$ cat src/rtl/demux1to2_stream_pkg.sv
// Shared constants for the 1:2 stream demux: route-select encodings and default sizes.
package demux1to2_stream_pkg;
  localparam int   WIDTH_DEF = 4;
  localparam int   DEPTH_DEF = 2;
  localparam logic SEL_A     = 1'b0;
  localparam logic SEL_B     = 1'b1;
endpackage

$ cat src/rtl/demux1to2_stream_fifo.sv
// Small synchronous FIFO, one per demux output. Head entry drives data_o directly;
// reset clears storage so the idle output reads zero.
module demux1to2_stream_fifo #(
  parameter int WIDTH = 4,
  parameter int DEPTH = 2,
  parameter int CW    = $clog2(DEPTH + 1)
) (
  input  logic             clk,
  input  logic             rst,
  input  logic             push_i,
  input  logic [WIDTH-1:0] data_i,
  input  logic             pop_i,
  output logic             full_o,
  output logic             valid_o,
  output logic [WIDTH-1:0] data_o,
  output logic [CW-1:0]    count_o
);
  localparam int AW = $clog2(DEPTH);

  logic [DEPTH-1:0][WIDTH-1:0] mem_q;
  logic [AW-1:0]               wr_ptr_q, rd_ptr_q;
  logic [CW-1:0]               count_q, count_d;
  logic                        do_push, do_pop;

  assign full_o  = (count_q == CW'(DEPTH));
  assign valid_o = (count_q != '0);
  assign data_o  = mem_q[rd_ptr_q];
  assign count_o = count_q;

  assign do_push = push_i & ~full_o;
  assign do_pop  = pop_i & valid_o;

  always_comb begin
    count_d = count_q;
    case ({do_push, do_pop})
      2'b10:   count_d = count_q + CW'(1);
      2'b01:   count_d = count_q - CW'(1);
      default: count_d = count_q;
    endcase
  end

  // DEPTH is a power of two, so pointers wrap naturally.
  always_ff @(posedge clk) begin
    if (rst) begin
      mem_q    <= '0;
      wr_ptr_q <= '0;
      rd_ptr_q <= '0;
      count_q  <= '0;
    end else begin
      if (do_push) begin
        mem_q[wr_ptr_q] <= data_i;
        wr_ptr_q        <= wr_ptr_q + AW'(1);
      end
      if (do_pop) rd_ptr_q <= rd_ptr_q + AW'(1);
      count_q <= count_d;
    end
  end
endmodule

$ cat src/rtl/demux1to2_stream.sv
// Fans one input stream out to two buffered outputs under a per-beat select.
// in_ready depends only on the selected FIFO's full flag, never on the consumers' ready.
module demux1to2_stream
  import demux1to2_stream_pkg::*;
#(
  parameter int WIDTH = WIDTH_DEF,
  parameter int DEPTH = DEPTH_DEF,
  parameter int CW    = $clog2(DEPTH + 1)
) (
  input  logic             clk,
  input  logic             rst,
  input  logic             in_valid,
  output logic             in_ready,
  input  logic             in_sel,
  input  logic [WIDTH-1:0] in_data,
  output logic             a_valid,
  input  logic             a_ready,
  output logic [WIDTH-1:0] a_data,
  output logic [CW-1:0]    a_count,
  output logic             b_valid,
  input  logic             b_ready,
  output logic [WIDTH-1:0] b_data,
  output logic [CW-1:0]    b_count
);
  logic full_a, full_b, accept, push_a, push_b;

  assign in_ready = (in_sel == SEL_B) ? ~full_b : ~full_a;
  assign accept   = in_valid & in_ready;
  assign push_a   = accept & (in_sel == SEL_A);
  assign push_b   = accept & (in_sel == SEL_B);

  demux1to2_stream_fifo #(.WIDTH(WIDTH), .DEPTH(DEPTH), .CW(CW)) u_fifo_a (
    .clk    (clk),
    .rst    (rst),
    .push_i (push_a),
    .data_i (in_data),
    .pop_i  (a_ready),
    .full_o (full_a),
    .valid_o(a_valid),
    .data_o (a_data),
    .count_o(a_count)
  );

  demux1to2_stream_fifo #(.WIDTH(WIDTH), .DEPTH(DEPTH), .CW(CW)) u_fifo_b (
    .clk    (clk),
    .rst    (rst),
    .push_i (push_b),
    .data_i (in_data),
    .pop_i  (b_ready),
    .full_o (full_b),
    .valid_o(b_valid),
    .data_o (b_data),
    .count_o(b_count)
  );
endmodule

$ cat config.mk
export PLATFORM = sky130hd
export DESIGN_NAME = demux1to2_stream
export DESIGN_NICKNAME = d
export VERILOG_FILES = /design/src/rtl/demux1to2_stream_pkg.sv /design/src/rtl/demux1to2_stream_fifo.sv /design/src/rtl/demux1to2_stream.sv
export SDC_FILE = /design/constraint.sdc
export NUM_CORES = 1
export LEC_CHECK = 0
export CAP_MARGIN = 15
export CORE_MARGIN = 2
export CORE_UTILIZATION = 44
export DETAILED_ROUTE_END_ITERATION = 8
export PLACE_DENSITY = 0.72
export SLEW_MARGIN = 15
export SYNTH_ARGS = -nofsm -noshare
export SYNTH_HDL_FRONTEND = slang
export SYNTH_SLANG_ARGS = --single-unit
$ cat constraint.sdc
create_clock -name clk -period 2.8 [get_ports clk]
set_input_delay 0.56 -clock clk [delete_from_list [all_inputs] [get_ports clk]]
set_output_delay 0.56 -clock clk [all_outputs]
set_load 0.05 [all_outputs]
Supply network:
Drawn at 6 px/um. Pins as bars on the die edge.
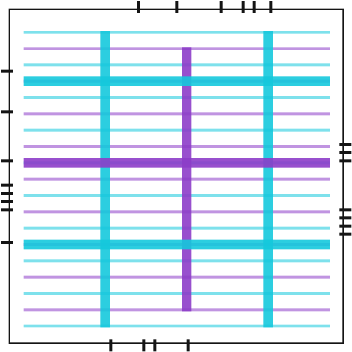
color	net
cyan	VSS
purple	VDD
signal pins	25
met1 rails	19
height of the die: 55.4 um
Floorplan Core Area: 2500 sq um

Clock wires, drivers and flops:
Drawn at 10 px/um.
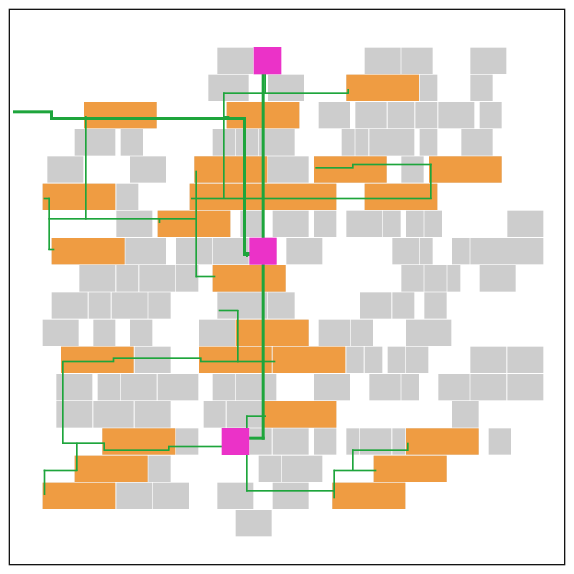
[green] clock wires | length: 287 um
[orange] flip-flops | count: 24
[magenta] clock drivers | count: 3
routed clock nets	4
final worst clock skew: 1.31 ps
latest clock arrival within the worst-skew pair: 310 ps

Track usage over the die:
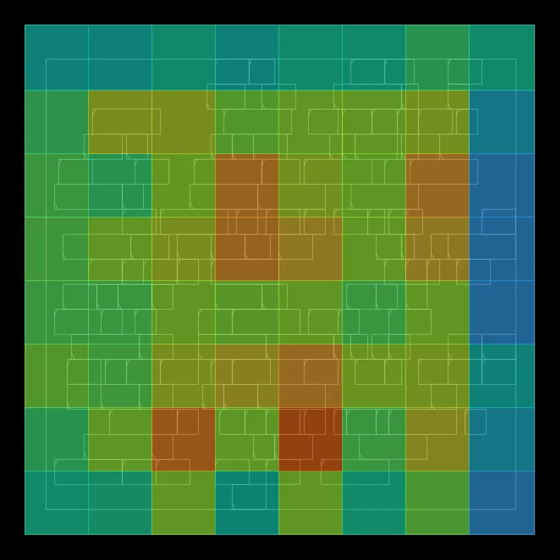
detailed-route wire length per cell: 12.1 um
met2 track demand over resource in global routing: 21.8%

==> run notes <==
The synthesized instance count is 115. In this run the remaining antenna-violating nets after routing total 0. Once the clock tree was built, the setup fixing pass inserted 0 buffers. The number of hold buffers added after CTS was 0. The run gives 1420 sq um as the instance area at placement.

The report counts max-capacitance violations totalling 0. The tightest min-delay check is of the register to register type. After clock tree synthesis, the repair step resized 0 gates. Multiplexer cells account for 21.5% of the synthesized area. The tools report the met2 layer wire length in the routed design as 908 um. The logs give 14.0% for the global-route usage over all layers and 0 ps for the total negative slack. On the final layout, the worst hold slack is 481 ps. The synthesized-area fraction occupied by adder cells is 2.15%, and the number of tap cells added at floorplan is 30. For reference, simple AND, OR, NAND and NOR cells occupy 22.0% of the area reported after synthesis. The count of cell instances traversed by the critical path was 2.

On the critical path, the stage with the largest delay is an instance of clkdlybuf4s50_1. The clock transition at the register clock pins on the worst setup and hold paths after CTS was 130 ps; the worst reg-to-reg path cell count was 5. The count of port buffers added during placement is 24, and the HPWL reported at the end of detailed placement is 1550 um. The flow ran to the end, and the final reports show no timing, DRC or antenna violations. Sequential cells were found to cover 41.3% of the synthesized design area. The met3 usage in global routing is 2.58%, and the internal reg-to-reg setup slack is 1170 ps.

The run gives 1160 sq um for the yosys synthesis chip area. The area growth from synthesis to layout is 25.2%. The run gives 25 for the I/O pin total. STA classifies the critical path endpoint as an output port. The top cell type's share of synthesized area came out at 41.3%.

Per report_power, the Sequential row totals 0.000464 W. With the leakage power figure at 0.612 nW, the number of rows created at floorplan is 18. The warning count from the yosys run came out at 0. The largest share of the power goes to combinational logic.

The share of total power dissipated in combinational logic is 48.1%. The number of max-slew violations in the final report is 0. The worst setup slack after placement was 479 ps; the cell total after placement was 164. The power density normalized to cell area was 856 nW/um^2. The number of warnings in the stage logs came out at 26. The final weighted congestion recorded by global placement is 0.733.
Power figures rest on the tool's default switching activity, not on a simulated workload.
